## src/rtl/muldiv_seq_if.sv

```systemverilog
// Request/result bus between the pipeline and the multiply/divide sequencer.
// The pipeline is the master: it issues ops and reads back busy/done/HI/LO.
interface muldiv_seq_if #(
   parameter int WIDTH = 32
);
   logic             start;
   logic [1:0]       op;
   logic [WIDTH-1:0] rs_val;
   logic [WIDTH-1:0] rt_val;
   logic             busy;
   logic             done;
   logic             div_by_zero;
   logic [WIDTH-1:0] hi;
   logic [WIDTH-1:0] lo;

   modport master (
      output start, op, rs_val, rt_val,
      input  busy, done, div_by_zero, hi, lo
   );

   modport slave (
      input  start, op, rs_val, rt_val,
      output busy, done, div_by_zero, hi, lo
   );
endinterface

```

## src/rtl/muldiv_seq.sv

```systemverilog
// Bit-serial MULTU/DIVU/MTHI/MTLO sequencer owning HI/LO; iterates one shared
// external ALU per bit (shift-add multiply, compare-then-subtract restoring divide).
module muldiv_seq #(
   parameter int         WIDTH   = 32,
   parameter logic [3:0] ALU_ADD = 4'b0010,
   parameter logic [3:0] ALU_SUB = 4'b0110,
   parameter logic [3:0] ALU_SLT = 4'b0111
) (
   input  logic             clk,
   input  logic             reset,
   muldiv_seq_if.slave      bus,
   input  logic [WIDTH-1:0] alu_result,
   output logic [3:0]       alu_ctrl,
   output logic [WIDTH-1:0] alu_a,
   output logic [WIDTH-1:0] alu_b
);
   localparam int CW = $clog2(WIDTH);
   localparam logic [1:0] OP_MULTU = 2'b00;
   localparam logic [1:0] OP_DIVU  = 2'b01;
   localparam logic [1:0] OP_MTHI  = 2'b10;
   localparam logic [1:0] OP_MTLO  = 2'b11;

   typedef enum logic [2:0] {IDLE, MUL, DIV_CMP, DIV_SUB, DONE} state_t;

   state_t           state, next_state;
   logic [WIDTH-1:0] hi, lo, mcand;
   logic [CW-1:0]    counter;
   logic             ge, div_by_zero;
   logic             accept, last, carry;
   logic [WIDTH-1:0] sh;

   assign accept = bus.start && (state == IDLE || state == DONE);
   assign last   = (counter == CW'(WIDTH - 1));
   assign sh     = {hi[WIDTH-2:0], lo[WIDTH-1]};
   // The ALU add wraps, so a result smaller than the addend means carry-out.
   assign carry  = (alu_result < hi);

   assign bus.busy        = (state == MUL) || (state == DIV_CMP) || (state == DIV_SUB);
   assign bus.done        = (state == DONE);
   assign bus.div_by_zero = div_by_zero;
   assign bus.hi          = hi;
   assign bus.lo          = lo;

   always_ff @(posedge clk) begin
      if (reset) state <= IDLE;
      else       state <= next_state;
   end

   always_comb begin
      next_state = state;
      alu_ctrl   = ALU_ADD;
      alu_a      = '0;
      alu_b      = '0;
      case (state)
         IDLE, DONE: begin
            next_state = IDLE;
            if (accept) begin
               case (bus.op)
                  OP_MULTU: next_state = MUL;
                  OP_DIVU:  next_state = (bus.rt_val == '0) ? DONE : DIV_CMP;
                  default:  next_state = IDLE;
               endcase
            end
         end
         MUL: begin
            alu_a      = hi;
            alu_b      = lo[0] ? mcand : '0;
            next_state = last ? DONE : MUL;
         end
         DIV_CMP: begin
            alu_ctrl   = ALU_SLT;
            alu_a      = sh;
            alu_b      = mcand;
            next_state = DIV_SUB;
         end
         DIV_SUB: begin
            alu_ctrl   = ALU_SUB;
            alu_a      = sh;
            alu_b      = mcand;
            next_state = last ? DONE : DIV_CMP;
         end
         default: next_state = IDLE;
      endcase
   end

   always_ff @(posedge clk) begin
      if (reset) begin
         hi          <= '0;
         lo          <= '0;
         mcand       <= '0;
         counter     <= '0;
         ge          <= 1'b0;
         div_by_zero <= 1'b0;
      end else begin
         case (state)
            IDLE, DONE: begin
               if (accept) begin
                  mcand       <= bus.rt_val;
                  counter     <= '0;
                  div_by_zero <= 1'b0;
                  case (bus.op)
                     OP_MULTU: begin
                        hi <= '0;
                        lo <= bus.rs_val;
                     end
                     OP_DIVU: begin
                        if (bus.rt_val == '0) begin
                           hi          <= bus.rs_val;
                           lo          <= '1;
                           div_by_zero <= 1'b1;
                        end else begin
                           hi <= '0;
                           lo <= bus.rs_val;
                        end
                     end
                     OP_MTHI: hi <= bus.rs_val;
                     OP_MTLO: lo <= bus.rs_val;
                     default: ;
                  endcase
               end
            end
            MUL: begin
               {hi, lo} <= {carry, alu_result, lo[WIDTH-1:1]};
               counter  <= counter + CW'(1);
            end
            DIV_CMP: begin
               // A shifted-out msb means the partial remainder already exceeds any divisor.
               ge <= hi[WIDTH-1] | (alu_result == '0);
            end
            DIV_SUB: begin
               if (ge) begin
                  hi <= alu_result;
                  lo <= {lo[WIDTH-2:0], 1'b1};
               end else begin
                  hi <= sh;
                  lo <= {lo[WIDTH-2:0], 1'b0};
               end
               counter <= counter + CW'(1);
            end
            default: ;
         endcase
      end
   end
endmodule

```

## src/flat_wrapper.sv

```systemverilog
// flat-port wrapper written by rule: the top's interface ports become plain ports
module muldiv_seq_flat 
#(
   parameter int         WIDTH   = 32,
   parameter logic [3:0] ALU_ADD = 4'b0010,
   parameter logic [3:0] ALU_SUB = 4'b0110,
   parameter logic [3:0] ALU_SLT = 4'b0111
)
  (clk, reset, alu_result, alu_ctrl, alu_a, alu_b, bus_start, bus_op, bus_rs_val, bus_rt_val, bus_busy, bus_done, bus_div_by_zero, bus_hi, bus_lo);
  muldiv_seq_if #(.WIDTH(WIDTH)) bus_i ();
  input  logic clk;
  input  logic reset;
  input  logic [WIDTH-1:0] alu_result;
  output logic [3:0] alu_ctrl;
  output logic [WIDTH-1:0] alu_a;
  output logic [WIDTH-1:0] alu_b;
  input wire logic [$bits(bus_i.start)-1:0] bus_start;
  input wire logic [$bits(bus_i.op)-1:0] bus_op;
  input wire logic [$bits(bus_i.rs_val)-1:0] bus_rs_val;
  input wire logic [$bits(bus_i.rt_val)-1:0] bus_rt_val;
  output wire logic [$bits(bus_i.busy)-1:0] bus_busy;
  output wire logic [$bits(bus_i.done)-1:0] bus_done;
  output wire logic [$bits(bus_i.div_by_zero)-1:0] bus_div_by_zero;
  output wire logic [$bits(bus_i.hi)-1:0] bus_hi;
  output wire logic [$bits(bus_i.lo)-1:0] bus_lo;
  assign bus_i.start = bus_start;
  assign bus_i.op = bus_op;
  assign bus_i.rs_val = bus_rs_val;
  assign bus_i.rt_val = bus_rt_val;
  assign bus_busy = bus_i.busy;
  assign bus_done = bus_i.done;
  assign bus_div_by_zero = bus_i.div_by_zero;
  assign bus_hi = bus_i.hi;
  assign bus_lo = bus_i.lo;
  muldiv_seq #(.WIDTH(WIDTH), .ALU_ADD(ALU_ADD), .ALU_SUB(ALU_SUB), .ALU_SLT(ALU_SLT)) u_core (.clk(clk), .reset(reset), .bus(bus_i), .alu_result(alu_result), .alu_ctrl(alu_ctrl), .alu_a(alu_a), .alu_b(alu_b));
endmodule
```

## config.mk

```make
export PLATFORM = sky130hd
export DESIGN_NAME = muldiv_seq_flat
export DESIGN_NICKNAME = d
export VERILOG_FILES = /design/src/rtl/muldiv_seq_if.sv /design/src/rtl/muldiv_seq.sv /design/src/flat_wrapper.sv
export SDC_FILE = /design/constraint.sdc
export NUM_CORES = 1
export LEC_CHECK = 0
export CORE_AREA = 2 2 160 177
export DETAILED_ROUTE_END_ITERATION = 8
export DIE_AREA = 0 0 162 179
export SYNTH_ARGS = -nofsm -noshare
export SYNTH_HDL_FRONTEND = slang
export SYNTH_SLANG_ARGS = --single-unit
export TNS_END_PERCENT = 5
```

## constraint.sdc

```tcl
create_clock -name clk -period 4.5 [get_ports clk]
set_input_delay 0.9 -clock clk [delete_from_list [all_inputs] [get_ports clk]]
set_output_delay 0.9 -clock clk [all_outputs]
set_load 0.02 [all_outputs]
```

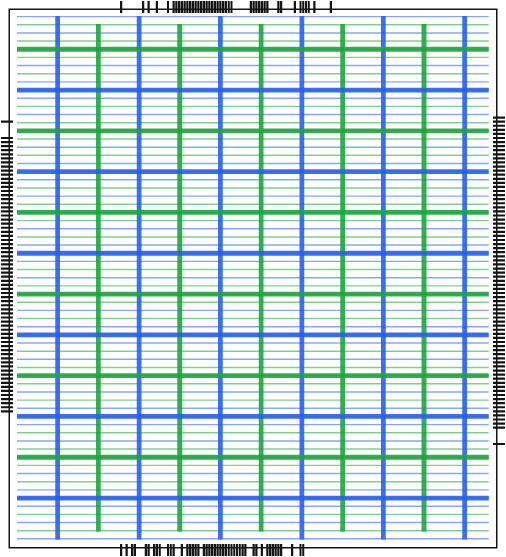
Run 1: PDN straps and rails
(3 px per um) Pins as bars on the die edge.
VDD -> green
VSS -> blue
signal pins = 236
rows = 64
met1 rails = 65

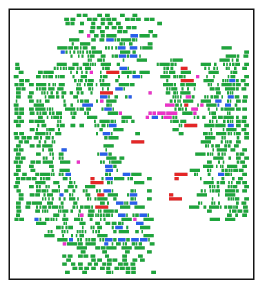
Run 1: cells by drive strength
(1.5 px per um)
_6 and larger -> red  # cells 15
_0 and _1 cells -> green  # cells 931
_3 and _4 cells -> magenta  # cells 21
_2 cells -> blue  # cells 47

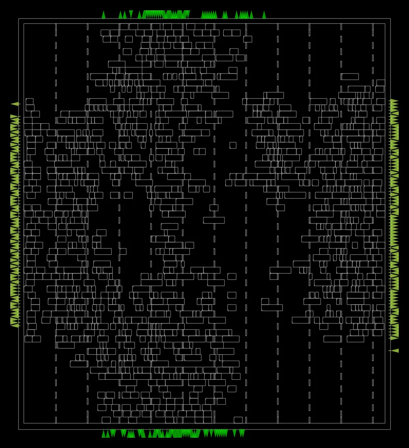
Run 1: placed standard cells
sequential share of cell area: 0.223
fin util: 0.348

==> impl_metrics.yaml, run 1 <==
# flow metrics
run_status:
  outcome: "finished, final reports clean"
pwr:
  internal_power_mw: 1.91
  p_seq_frac: 0.395
  finalPower_mw: 2.99
  swShare: 0.361
  clock_power_mw: 0.804
sta:
  worst_pin_slew_ns: 1.13
  fin_skew_ns: 0.0184
  post-route-period-util: 0.841
  setup_viol: 0
  fin_tns_setup_ns: 0
finish:
  layout.area.seq_um2: 2120
  flop-count: 106
  lay_top_count: "clkdlybuf4s50_1"
  inverters: 35
  final_cells: 1377
detailed_routing:
  routed-wl-met2_um: 11000
  first_pass_iters: 5
setup_path:
  crit_path_end_kind: "output pin"
  rr_endpoint: "u_core.bus.lo[0]$_SDFFE_PP0P_"
  ff2ff_setup_slack_ns: 1.63
  rr_startpoint: "u_core.state[1]$_SDFF_PP0_"
  endpoint: "alu_a[3]"
  crit_chain: "nor3b_4, buf_4, a22o_1, clkdlybuf4s50_1"
  cp.buffers_inverters: 2
global_route:
  grt_max_degree: 71
  grt_pass1_vias: 6866
  grtUsageMet3: 0.0303
synthesis:
  edf_count: 0
  aoi_share: 0.358
  ys_area_um2: 6700
  ys_async_sr_fraction: 0
  synth.top_cell.area_share: 0.317
  ys_cells: 827
  syn_avg_cell_area_um2: 8.10
worst_hold_path:
  hp-class: "register to register"
  whs_path_depth: 2
floorplanning:
  ios: 236
placement:
  dp_slack_ns: 1.05
  place_inst: 1361
  port-buffer-count: 233
flow_run:
  maxCapViolations: 0
clock_network:
  clk_pin_slew_ns: 0.07
==> run 2: changes to the inputs <==
==> constraint.sdc (replaced) <==
create_clock -name clk -period 3.2 [get_ports clk]
set_input_delay 0.64 -clock clk [delete_from_list [all_inputs] [get_ports clk]]
set_output_delay 0.64 -clock clk [all_outputs]
set_load 0.02 [all_outputs]
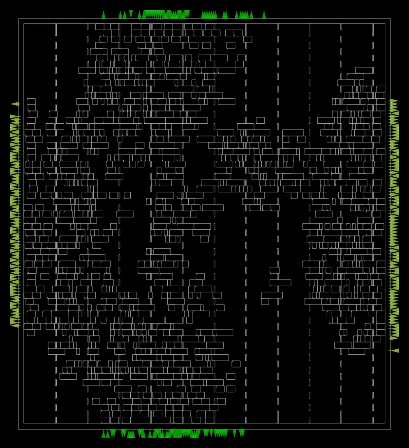
Run 2: placed standard cells
fin util: 0.353
Tapcells: 363

==> run 2 against run 1 <==
Synthesized cell count is the same. Sequential cell count unchanged. Wire length increased by 1.3%. Sequential power increased by about 40%. Critical path depth increased by 2. Clock skew shrank 0.0081 ns. Cell count increased by 0.44%. Register-to-register slack worse by 0.71 ns. Global-route usage down 0.063 points. Sequential share of layout area decreased by 0.34 points. First-iteration DRC count grew 20%. Critical endpoint is now alu_b[18]. Largest power group unchanged.
==> impl_metrics.yaml, run 2 <==
# flow metrics
setup_path:
  crit_chain: "nor2_1, nor2_1, o21a_1, buf_4, and2_1, clkdlybuf4s50_1"
  ff2ff_setup_slack_ns: 0.92
  endpoint: "alu_b[18]"
  crit_path_end_kind: "output pin"
  rr_startpoint: "u_core.state[1]$_SDFF_PP0_"
  cp.buffers_inverters: 2
sta:
  worst_pin_slew_ns: 0.945
  fin_tns_setup_ns: 0
  post-route-period-util: 0.938
pwr:
  p_seq_frac: 0.386
  clock_power_mw: 1.19
  finalPower_mw: 4.29
  internal_power_mw: 2.76
synthesis:
  synth.top_cell.area_share: 0.317
placement:
  port-buffer-count: 233
  dp_slack_ns: 0.213
run_status:
  outcome: "finished, final reports clean"
flow_run:
  maxCapViolations: 0
global_route:
  grt_pass1_vias: 6805
  grtUsageMet3: 0.0338
  grt_max_degree: 71
worst_hold_path:
  whs_path_depth: 2
  hp-class: "register to register"
floorplanning:
  ios: 236
finish:
  flop-count: 106
  sh_seq_area: 0.220
detailed_routing:
  routed-wl-met2_um: 11400
==> run 3: changes to the inputs <==
--- a/config.mk
+++ b/config.mk
@@ -6,8 +6,10 @@
 export NUM_CORES = 1
 export LEC_CHECK = 0
 export CORE_AREA = 2 2 160 177
+export CTS_CLUSTER_DIAMETER = 150
 export DETAILED_ROUTE_END_ITERATION = 8
 export DIE_AREA = 0 0 162 179
+export DONT_BUFFER_PORTS = 1
 export SYNTH_ARGS = -nofsm -noshare
 export SYNTH_HDL_FRONTEND = slang
 export SYNTH_SLANG_ARGS = --single-unit
==> run 3 against run 2 <==
First-iteration DRC count shrank 24%. Cell count shrank 17%. Area after synthesis is the same. Power shrank 12%. Largest cell class unchanged. Largest power group unchanged.
==> impl_metrics.yaml, run 3 <==
# flow metrics
run_status:
  outcome: "finished, final reports clean"
pwr:
  finalPower_mw: 3.75
  p_seq_frac: 0.478
  internal_power_mw: 2.33
sta:
  post-route-period-util: 0.868
  worst_pin_slew_ns: 0.783
  fin_tns_setup_ns: 0
finish:
  final_util: 0.265
  flop-count: 106
  fillers: 2989
  sh_seq_area: 0.292
  final-comb-area_um2: 4090
placement:
  dp_slack_ns: 0.681
  port-buffer-count: 0
floorplanning:
  coreArea_um2: 27400
  row_count: 64
  tapCellCount: 363
global_route:
  grt_pass1_wl_um: 34600
  grt_max_degree: 97
  grtUsageMet3: 0.0486
synthesis:
  topCellsByArea: "dfxtp_1, a311oi_2, ha_1"
  yosys_warnings: 0
  synth.top_cell.area_share: 0.317
detailed_routing:
  wl_um: 23300
clock_network:
  clk_pin_slew_ns: 0.07
setup_path:
  crit_chain: "nor2b_4, o21a_1, buf_4, and2_1"
  crit_path_end_kind: "output pin"
  cp.buffers_inverters: 1
  ff2ff_setup_slack_ns: 0.82
  endpoint: "alu_b[19]"
worst_hold_path:
  whs_path_depth: 1
  hp-class: "input pin to register"
flow_run:
  maxCapViolations: 0
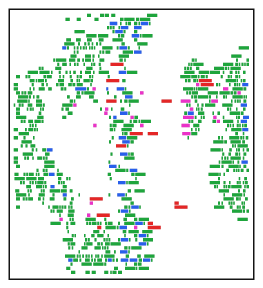
Run 3: cells by drive strength
(1.5 px per um)
_3 and _4 cells -> magenta  # cells 23
_6 and larger -> red  # cells 16
_0 and _1 cells -> green  # cells 700
_2 cells -> blue  # cells 47

Power figures rest on the tool's default switching activity, not on a simulated workload.
